<file path="src/rtl/scr_tx_arbiter.sv">
// rtl/scr_tx_arbiter.sv - round-robin 2-phase req/ack arbiter feeding one serializer.
// Optional per-link packet counters are built only when SCR_ARB_STATS_EN is defined.
module scr_tx_arbiter #(
    parameter  int N_REQ = 4,
    parameter  int PKT_W = 32,
    parameter  int CNT_W = 16,
    localparam int SRC_W = $clog2(N_REQ)
) (
    input  logic                   clk,
    input  logic                   rst,
    input  logic [N_REQ-1:0]       in_req,
    output logic [N_REQ-1:0]       in_ack,
    input  logic [N_REQ*PKT_W-1:0] in_data,
    output logic                   out_req,
    input  logic                   out_ack,
    output logic [PKT_W-1:0]       out_data,
    output logic [SRC_W-1:0]       out_src,
    output logic                   busy,
    output logic [N_REQ*CNT_W-1:0] pkt_cnt
);

    typedef enum logic {IDLE, WAIT} state_t;

    state_t           state;
    logic [SRC_W-1:0] rr_ptr;
    logic [N_REQ-1:0] pend;
    logic             grant_valid;
    logic [SRC_W-1:0] grant_idx;
    logic             grant_fire;

    assign pend       = in_req ^ in_ack;
    assign grant_fire = (state == IDLE) && grant_valid;

    // Scan downward so the last hit is the first pending link at or after rr_ptr.
    always_comb begin
        int               idx;
        logic [SRC_W-1:0] idx_t;
        grant_valid = 1'b0;
        grant_idx   = '0;
        idx         = 0;
        idx_t       = '0;
        for (int i = N_REQ - 1; i >= 0; i--) begin
            idx = int'(rr_ptr) + i;
            if (idx >= N_REQ) begin
                idx = idx - N_REQ;
            end
            idx_t = SRC_W'(idx);
            if (pend[idx_t]) begin
                grant_valid = 1'b1;
                grant_idx   = idx_t;
            end
        end
    end

    always_ff @(posedge clk or negedge rst) begin
        if (!rst) begin
            state    <= IDLE;
            rr_ptr   <= '0;
            in_ack   <= '0;
            out_req  <= 1'b0;
            out_data <= '0;
            out_src  <= '0;
            busy     <= 1'b0;
        end else begin
            case (state)
                IDLE: begin
                    if (grant_valid) begin
                        out_data <= in_data[grant_idx*PKT_W +: PKT_W];
                        out_src  <= grant_idx;
                        in_ack   <= in_ack ^ (N_REQ'(1) << grant_idx);
                        out_req  <= ~out_req;
                        busy     <= 1'b1;
                        rr_ptr   <= (grant_idx == SRC_W'(N_REQ - 1)) ? '0 : grant_idx + 1'b1;
                        state    <= WAIT;
                    end
                end
                WAIT: begin
                    if (out_ack == out_req) begin
                        busy  <= 1'b0;
                        state <= IDLE;
                    end
                end
                default: state <= IDLE;
            endcase
        end
    end

`ifdef SCR_ARB_STATS_EN
    logic [CNT_W-1:0] cnt_q [N_REQ];

    // Saturating: a counter stuck at all-ones stays there until reset.
    always_ff @(posedge clk or negedge rst) begin
        if (!rst) begin
            for (int i = 0; i < N_REQ; i++) begin
                cnt_q[i] <= '0;
            end
        end else if (grant_fire && (cnt_q[grant_idx] != {CNT_W{1'b1}})) begin
            cnt_q[grant_idx] <= cnt_q[grant_idx] + 1'b1;
        end
    end

    for (genvar gi = 0; gi < N_REQ; gi++) begin : g_cnt
        assign pkt_cnt[gi*CNT_W +: CNT_W] = cnt_q[gi];
    end
`else
    logic unused_fire;
    assign unused_fire = grant_fire;
    assign pkt_cnt     = '0;
`endif

endmodule
</file>
<file path="config.mk">
export PLATFORM = sky130hd
export DESIGN_NAME = scr_tx_arbiter
export DESIGN_NICKNAME = d
export VERILOG_FILES = /design/src/rtl/scr_tx_arbiter.sv
export SDC_FILE = /design/constraint.sdc
export NUM_CORES = 1
export LEC_CHECK = 0
export CAP_MARGIN = 15
export CELL_PAD_IN_SITES_DETAIL_PLACEMENT = 1
export CELL_PAD_IN_SITES_GLOBAL_PLACEMENT = 2
export CORE_MARGIN = 1
export CORE_UTILIZATION = 21
export DETAILED_ROUTE_END_ITERATION = 6
export GPL_ROUTABILITY_DRIVEN = 1
export GPL_TIMING_DRIVEN = 0
export PLACE_DENSITY = 0.95
export SKIP_CTS_REPAIR_TIMING = 1
export SLEW_MARGIN = 40
export SYNTH_ARGS = -nofsm -noshare
export SYNTH_HDL_FRONTEND = slang
export SYNTH_SLANG_ARGS = --single-unit
</file>
<file path="constraint.sdc">
create_clock -name clk -period 5.65 [get_ports clk]
set_input_delay 0.565 -clock clk [delete_from_list [all_inputs] [get_ports clk]]
set_output_delay 0.565 -clock clk [all_outputs]
set_load 0.01 [all_outputs]
</file>
pdn.png
(4 px per um) Pins as bars on the die edge. Tap cells in grey.
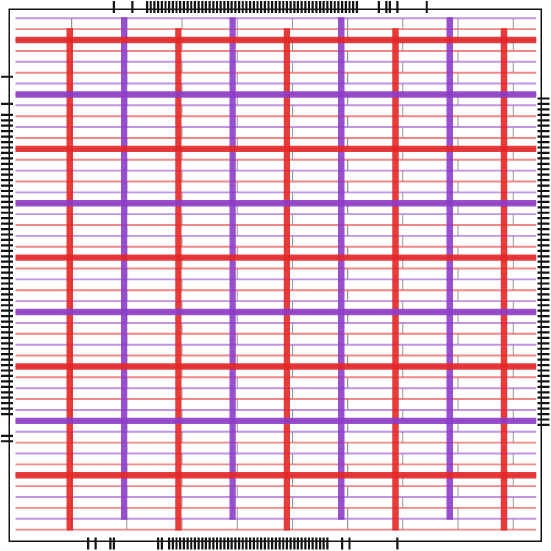
Key: red = VSS; purple = VDD
48 met1 rails follow the rows. 220 tap cells. The core has 47 rows. 9 straps on met4.

cell_classes.png
(4 px per um) Fill, decap, tap and diode cells in grey.
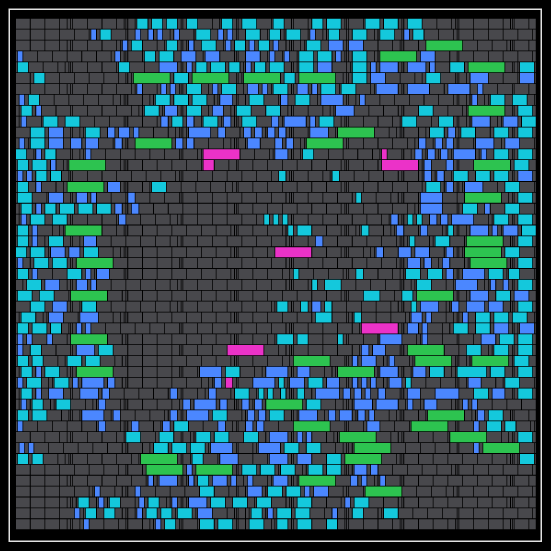
Key: magenta = clock drivers and dummy loads [cells 8, share of their area 2.5%]; cyan = other buffers and delay cells [cells 273, share of their area 42%]; blue = all other logic [cells 300, share of their area 36%]; green = flip-flops [cells 43, share of their area 19%]

clock_map.png
(3 px per um)
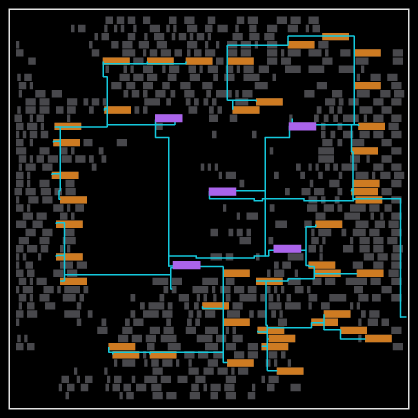
Key: cyan = clock wires [length 858 um]; orange = flip-flops [count 43]; purple = cells driving clock nets [count 5]
Position of the flops: all over the die.
Power Clock: 0.000300 W
Clock power frac: 0.092

==> run notes <==
flow finished, numbers: # port buffers=174, post-synthesis average cell area=9.48 um^2, VDD IR max=0.202 mV, Root Buffer Master=clkbuf_16, worst min-delay path category=input port to asynchronous set/reset pin, EDFF count, synth=0, post-layout period usage=0.527, area grow syn2layout=67.3%, Slew Viols, Final=0, Layout fillers=1959, DR vias=3674, relative max-transition margin=0.518, CTS buffer count=5, initial antenna violation count=0, Synth area leader=dfrtp_1, row cnt=47, die area=0.0176 mm^2, vias in the first global route=3946, RSZ-0062 raised after global routing=false, CP Class=input port to flip-flop, largest net degree at the start of global routing=26, Post-Route Setup TNS=0 ps, Residual DRC=0, Hold Vio Cnt, Final=0, total tool warning count=26, TritonCTS clock tree=built, wire per inst=17.2 um, Worst-path clk slew=60 ps, fp_density=0.215, critical path endpoint category=flip-flop, fin crit period=2980 ps, total grt overflow=0, Ys Warns=0, WL final=14.5 mm, max-cap violations=0, Nets=759, Synth Seq Share=0.300, CP Data Required Time=5810 ps, Unique cell types=33, vias per cell=4.35, RD Place Congestion=0.774, global-route wire length before repair=21.9 mm, status=complete, no violations, Worst-Margin Slew=722 ps, flops & latches, synth=43, DIE HEIGHT=133 um, Cell area leaders=dfrtp_1 (30%), buf_4 (14%), mux2i_1 (8.9%), leakage=2.47 nW, yosys synthesis chip area=0.00358 mm^2, ratio of cells with drive above 1 in the final layout=0.226, Final setup viols=0, Ports=239, skew final=4.70 ps, yosys cell count=378, 1st-iter DRT viols=86, Final Hold Slack=145 ps, CP startpoint kind=input port, synthesized cell area=0.00358 mm^2, WP data arrival=3130 ps, clk latency late pin=300 ps, critical path fanouts, max=10, max frequency=336 MHz, die span in x=133 um, clk buf depth=2, Synth top area share=0.300, core area=0.0166 mm^2, CTS H-tree depth=2, clock sinks=43, Post-Syn Instances=378, Synth async-reset ratio=1.00, dpl hpwl=11.6 mm, Antenna Nets Post-Route=0, Primary FF master, synth=dfrtp_1, Antenna Cells=0, power per cell area=543 mW/mm^2, Initial DRT Pass Iterations=4
metal_stack.png
(4 px per um)
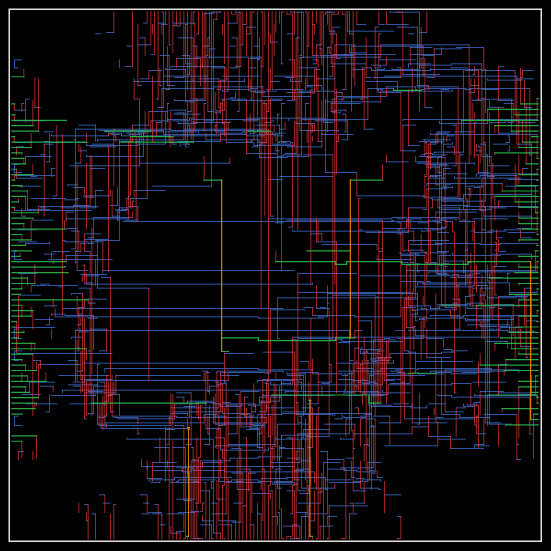
Key: green = met3 [wire length 894 um]; red = met2 [wire length 7410 um]; orange = met4 [wire length 183 um]; blue = met1 [wire length 6040 um]

final_congestion.png
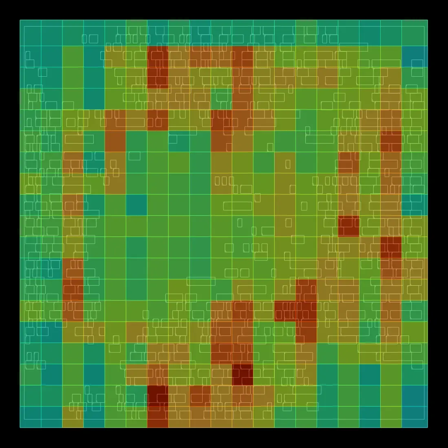
Global Route met1 Usage: 0.195
gr busiest metal: met2
GRT Total Usage: 0.163

worst paths after layout:
kind                       startpoint            to  slack [ps]  depth (start not counted)
hold reg to reg            out_src[1]    out_src[1]         490                          2
setup reg to reg            in_ack[1]   out_data[1]        3030                          6
setup / recovery            in_req[1]   out_data[1]        2670                          7
hold / removal                    rst          busy         150                          1
min in group clk           out_src[1]    out_src[1]         490                          2
max in group asynchronous         rst  out_data[31]        5060                          2
cells in the final DEF, fill, tap and decap left out, drive strengths merged, types with 25 or more instances in the layout:
cell | netlist | final
dfrtp | 43 | 43
mux2i | 32 | 32
nor2 | 35 | 35
o21ai | 37 | 37
conb | 1 | 64
a211oi | 32 | 32
clkdlybuf4s50 | 0 | 173
clkbuf | 19 | 25
a2111oi | 32 | 32
buf | 79 | 81
a21oi | 34 | 34
registers in the layout, summed over array words and instances (netlist names):
register,cells
out_data,32
in_ack,4
out_src,2
rr_ptr,2
busy,1
out_req,1
state,1
critical path, cell delays in order:
cell	delay, ps
clkdlybuf4s50_1	540
xor2_2	500
o221ai_2	310
a21o_2	340
buf_2	250
a2111oi_0	520
a211oi_1	100
final cells by class:
type	count	area [um^2]	share of cell area
Inverter	3	11.3	0.00188
Clock inverter	2	12.5	0.00209
Tap cell	220	275	0.0459
Buffer	98	663	0.111
Multi-Input combinational cell	297	2070	0.345
Timing Repair Buffer	175	1760	0.293
Sequential cell	43	1080	0.179
Clock buffer	6	129	0.0215
report_power, final:
part           internal (W)  leakage (nW)  total [W]  switching (W)
sequential         0.000478         0.482   0.000593       0.000116
combinational      0.000999          1.92    0.00236        0.00137
clock              0.000164        0.0669   0.000300       0.000136
cell usage after synthesis (8+ instances only):
| master | instances |
|---|---|
| a2111oi_0 | 10 |
| a2111oi_2 | 21 |
| a211oi_1 | 10 |
| a211oi_2 | 22 |
| a21oi_1 | 34 |
| buf_4 | 68 |
| clkbuf_1 | 18 |
| dfrtp_1 | 43 |
| mux2i_1 | 32 |
| nand2_1 | 8 |
| nor2_1 | 35 |
| o21ai_0 | 36 |
cells by family (layout without fill, tap and decap cells):
| kind of cell | count (synthesis) | count (layout) | synth area share |
|---|---|---|---|
| AOI/OAI and AO/OA | 141 | 141 | 0.332 |
| xor gates and xnor gates | 12 | 12 | 0.0335 |
| adders and majority gates | 1 | 1 | 0.00349 |
| buffers and inverters | 101 | 284 | 0.188 |
| DFF | 43 | 43 | 0.300 |
| muxes | 32 | 32 | 0.0894 |
| other | 1 | 64 | 0.00105 |
| and+or+nand+nor | 47 | 47 | 0.0524 |
stage by stage:
stage	utilization	total power (W)	worst slack [ps]	instance area (um^2)	std cells
2_1_floorplan	-	0.00210	3450	3820	441
5_1_grt	0.360	0.00350	2470	6000	844
3_3_place_gp	0.351	0.00291	2410	5840	835
6_report	0.360	0.00326	2670	6000	844
4_1_cts	0.360	0.00332	2630	6000	844
3_5_place_dp	0.352	0.00300	2330	5850	836
metal layers:
metal / track usage / wire length [um] / share of wire / vias to the layer above
li1: - / - / - / 1745
met2: 0.292 / 7410 / 0.51 / 152
met1: 0.195 / 6040 / 0.42 / 1765
met5: 0 / 0 / 0 / -
met3: 0.0333 / 893 / 0.061 / 12
met4: 0.0460 / 182 / 0.013 / 0
Power and IR drop assume default switching activity.
